`src/rtl/guess_pkg.sv`:
```
// guess_pkg: shared types, constants and BCD helper for the guess scoreboard.
package guess_pkg;
  typedef enum logic [1:0] {PLAY, HOLD, OVER} score_state_t;
  typedef logic [3:0] bcd_digit_t;
  localparam logic [7:0] MAX_BCD = 8'h99;
  function automatic logic [7:0] bcd_inc(input logic [7:0] v);
    if (v >= MAX_BCD) return MAX_BCD;
    if (v[3:0] == 4'd9) return {v[7:4] + 4'd1, 4'd0};
    return {v[7:4], v[3:0] + 4'd1};
  endfunction
endpackage

```
`src/rtl/bcd_counter2.sv`:
```
// bcd_counter2: two-digit BCD incrementer with clear, saturating at 99.
module bcd_counter2
  import guess_pkg::*;
(
  input  logic       clk,
  input  logic       rst,
  input  logic       clr,
  input  logic       inc,
  output logic [7:0] q
);
  logic [7:0] q_q, q_d;
  always_comb q_d = clr ? 8'h00 : inc ? bcd_inc(q_q) : q_q;
  always_ff @(posedge clk)
    if (rst) q_q <= 8'h00;
    else q_q <= q_d;
  assign q = q_q;
endmodule

```
`src/rtl/guess_scoreboard.sv`:
```
// guess_scoreboard: counts win/lose outcomes once per press and ends the match after ROUNDS outcomes.
module guess_scoreboard
  import guess_pkg::*;
#(
  parameter int unsigned ROUNDS = 5
) (
  input  logic       clk,
  input  logic       rst,
  input  logic       en,
  input  logic       win,
  input  logic       lose,
  output logic [7:0] win_bcd,
  output logic [7:0] lose_bcd,
  output logic [7:0] round_bcd,
  output logic [7:0] best_bcd,
  output logic       result_valid,
  output logic       last_win,
  output logic       game_over,
  output logic       player_won
);
  localparam logic [7:0] ROUNDS_BCD = {bcd_digit_t'(ROUNDS / 10), bcd_digit_t'(ROUNDS % 10)};
  score_state_t state_q;
  logic [7:0] streak, best_q, best_d;
  logic count_w, count_l, count_any, released;
  logic rv_q, lw_q, go_q, pw_q;
  assign count_w   = en && state_q == PLAY && win && !lose;
  assign count_l   = en && state_q == PLAY && lose;
  assign count_any = count_w || count_l;
  assign released  = en && state_q == HOLD && !win && !lose;
  always_comb best_d = (count_w && bcd_inc(streak) > best_q) ? bcd_inc(streak) : best_q;
  bcd_counter2 u_wins   (.clk(clk), .rst(rst), .clr(1'b0),    .inc(count_w),   .q(win_bcd));
  bcd_counter2 u_losses (.clk(clk), .rst(rst), .clr(1'b0),    .inc(count_l),   .q(lose_bcd));
  bcd_counter2 u_rounds (.clk(clk), .rst(rst), .clr(1'b0),    .inc(count_any), .q(round_bcd));
  bcd_counter2 u_streak (.clk(clk), .rst(rst), .clr(count_l), .inc(count_w),   .q(streak));
  always_ff @(posedge clk)
    if (rst) begin
      state_q <= PLAY;
      best_q  <= 8'h00;
      rv_q    <= 1'b0;
      lw_q    <= 1'b0;
      go_q    <= 1'b0;
      pw_q    <= 1'b0;
    end else begin
      best_q <= best_d;
      rv_q   <= count_any;
      lw_q   <= count_any ? count_w : lw_q;
      case (state_q)
        PLAY: state_q <= count_any ? HOLD : PLAY;
        HOLD: if (released) begin
          state_q <= round_bcd == ROUNDS_BCD ? OVER : PLAY;
          go_q    <= round_bcd == ROUNDS_BCD;
          pw_q    <= round_bcd == ROUNDS_BCD && win_bcd > lose_bcd;
        end
        OVER: state_q <= OVER;
        default: state_q <= PLAY;
      endcase
    end
  assign best_bcd     = best_q;
  assign result_valid = rv_q;
  assign last_win     = lw_q;
  assign game_over    = go_q;
  assign player_won   = pw_q;
endmodule
```
`config.mk`:
```
export PLATFORM = sky130hd
export DESIGN_NAME = guess_scoreboard
export DESIGN_NICKNAME = d
export VERILOG_FILES = /design/src/rtl/guess_pkg.sv /design/src/rtl/bcd_counter2.sv /design/src/rtl/guess_scoreboard.sv
export SDC_FILE = /design/constraint.sdc
export NUM_CORES = 1
export LEC_CHECK = 0
export CORE_ASPECT_RATIO = 0.7
export CORE_UTILIZATION = 56
export DETAILED_ROUTE_END_ITERATION = 8
export PLACE_DENSITY = 0.81
export SYNTH_ARGS = -nofsm -noshare
export SYNTH_HDL_FRONTEND = slang
export SYNTH_HIERARCHICAL = 1
export SYNTH_SLANG_ARGS = --single-unit
```
`constraint.sdc`:
```
create_clock -name clk -period 5.1 [get_ports clk]
set_clock_uncertainty 0.15 [all_clocks]
set_input_delay 0.765 -clock clk [delete_from_list [all_inputs] [get_ports clk]]
set_output_delay 0.765 -clock clk [all_outputs]
set_load 0.01 [all_outputs]
```
port_nets.png
The bar under the picture is 20 microns long.
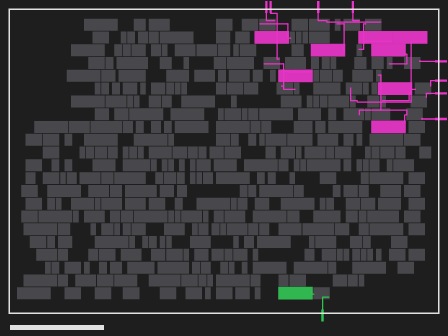
legend:
  magenta:
    port: `best_bcd`
    bits: 8
    direction: output
    edge: 4 right, 4 top
    end_cells: 8
    buffers: 8
    wire: 166 microns
  green:
    port: `result_valid`
    bits: 1
    direction: output
    edge: bottom
    end_cells: 1
    buffers: 1
    wire: 5.40 microns

hierarchy.png
Other cells in grey.
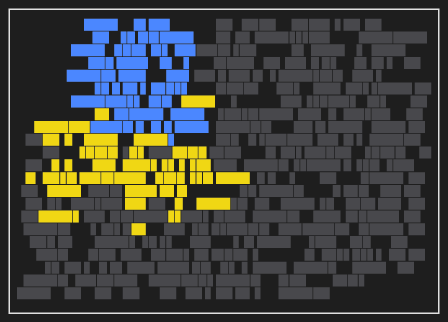
legend:
  blue:
    instance: `u_streak`
    cells: 50
  yellow:
    instance: `u_wins`
    cells: 53
not coloured: 287

zoom.png
The bar under the picture is 10 microns long. Region (10, 4) to (35, 29) microns. Cells in grey, sequential cells in the stronger grey; small squares are vias.
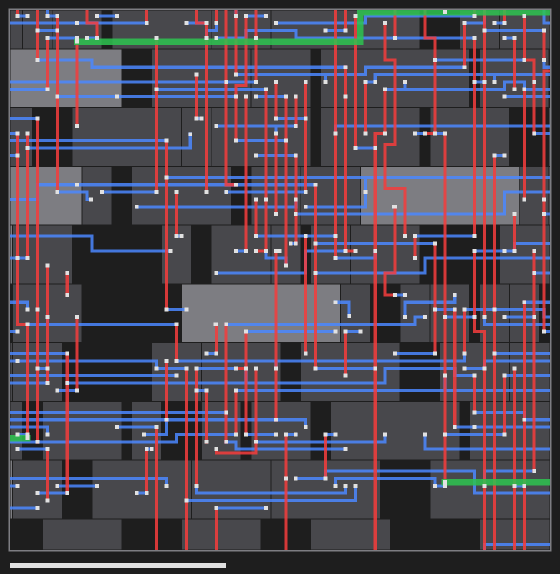
legend:
  blue:
    layer: met1
  red:
    layer: met2
  green:
    layer: met3
cells with their middle in the window: 59
netlist names of flops here include: `u_losses/q` (2), `u_wins/q` (1)
sequential cells in the window: 3
most frequent: clkdlybuf4s50_1 (8), inv_1 (6), ha_1 (6)

gate_families.png
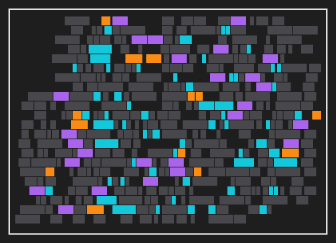
legend:
  purple:
    family: adder and majority cells
    cells: 26
    most_used: ha_1
    where: all over the die
  orange:
    family: AND and OR gates
    cells: 13
  cyan:
    family: NOR gates
    cells: 59
    most_used: nor2_1

==> qor.yml <==
hold_viol_final: 0
worst_pin_slew_ns: 1.02
status: "completed"
gp_congestion: 0.856
die_area_sq_um: 5850
dp_hpwl_microns: 4990
layout_top_cell: "dfxtp_1"
ys.flop_type: "dfxtp_1"
finalSetupViolations: 0
met3_length_microns: 329
synth-seq-area-share_pct: 29.6
routed.top_layer: "met4"
rr_endpoint: "best_bcd[0]"
drive_gt1_share_pct: 9.23
rsz0062_at_grt: "false"
period_used_pct: 72.4
synthArstFlopShare_pct: 0
slew_headroom_pct: 32.0
critPathArrivalTime_ns: 3.77
h-tree-depth: 2
fin_crit_ns: 3.69
yosysUniqueCellTypes: 60
grt.overflow.total: 0
cts.clk_slew.worst_paths_ns: 0.09
synth_flops: 46
rows: 22
cts_hold_buffers: 0
routed_wl_microns: 6890
startpoint_type: "flop"
warnings: 31
track_usage_pct: 24.9
[per-stage QoR]
step                      instance area [sq um]  util (%)  worst slack (ns)  total power (uW)
after CTS                                  3650      69.0              1.46               648
after detailed placement                   3570      67.5              1.53               434
final                                      3650      69.0              1.41               646
after global routing                       3650      69.0              1.20               672
after global placement                     3570      67.5              1.66               432
after floorplan                            3140         -              2.17               411
[logic make-up after synthesis]
group	count (synthesis)	share of synthesized area, %
xor+xnor	11	3.10
other cells	1	0.121
flops	46	29.6
compound gates	100	25.5
fa+ha+maj	26	10.5
simple gates	120	24.6
buf+inv	34	5.24
mux	4	1.33
[cells in the mapped netlist, types with 5 or more instances]
cell	number	area, sq um
o21ai_0	19	95.1
o211a_1	8	80.1
o21ai_1	5	25.0
xor2_1	5	43.8
nor2b_1	8	50.1
inv_1	27	101
a31oi_1	8	50.1
dfxtp_1	46	921
a21o_1	6	45.0
nand2_1	20	75.1
xnor2_1	6	52.6
o21a_1	5	37.5
nand4_1	5	31.3
nor4_1	8	50.1
nand2b_1	5	31.3
a21oi_1	9	45.0
nor2_1	29	109
nand3_1	16	80.1
ha_1	26	325
[layout make-up]
class | count | area (sq um)
inverters | 27 | 101
clock buffers | 6 | 72.6
clock inverters | 1 | 7.51
flip-flops and latches | 46 | 921
fillers | 445 | 1640
multi-input cells | 270 | 2050
repair buffers | 40 | 400
well taps | 72 | 90.1
[state kept, by name, indices dropped and copies added (netlist names)]
| name | flops |
|---|---|
| player_won | 1 |
| best_bcd | 8 |
| result_valid | 1 |
| u_losses/q | 8 |
| u_rounds/q | 8 |
| u_wins/q | 8 |
| state_q | 2 |
| game_over | 1 |
| last_win | 1 |
| u_streak/q | 8 |
[worst max-delay path, cell delays in order, from the launching register on]
cell      delay [ns]
dfxtp_1         0.54
inv_1           0.13
ha_1            0.20
o311a_1         0.14
o31a_1          0.34
a221o_1         0.33
ha_1            0.31
o21ai_0         0.11
a21oi_1         0.09
o311ai_2        0.84
mux2_1          0.38
nor2_1          0.08
[power by group]
part	total [uW]	switching, uW	internal [uW]
Sequential	371	6.17	364
Clock	219	125	94.2
Combinational	56.4	31.9	24.5
[metal layers]
metal | vias up | GRT usage, %
li1 | 1351 | -
met1 | 1257 | 34.9
met2 | 71 | 38.9
met3 | 9 | 4.76
met4 | 0 | 7.34
met5 | - | 0
[worst max-delay path by stage]
stage | from | endpoint | slack (ns) | cells after the start
after floorplan | u_streak/q[5] | best_bcd[6] | 2.17 | 12
after global placement | u_streak/q[5] | best_bcd[0] | 1.66 | 11
after detailed placement | u_streak/q[5] | best_bcd[0] | 1.53 | 11
after CTS | u_streak/q[5] | best_bcd[0] | 1.46 | 11
after global routing | u_streak/q[5] | best_bcd[0] | 1.20 | 11
final | u_streak/q[5] | best_bcd[0] | 1.41 | 11
No activity file was given, so power comes from the tool's default toggle rates.
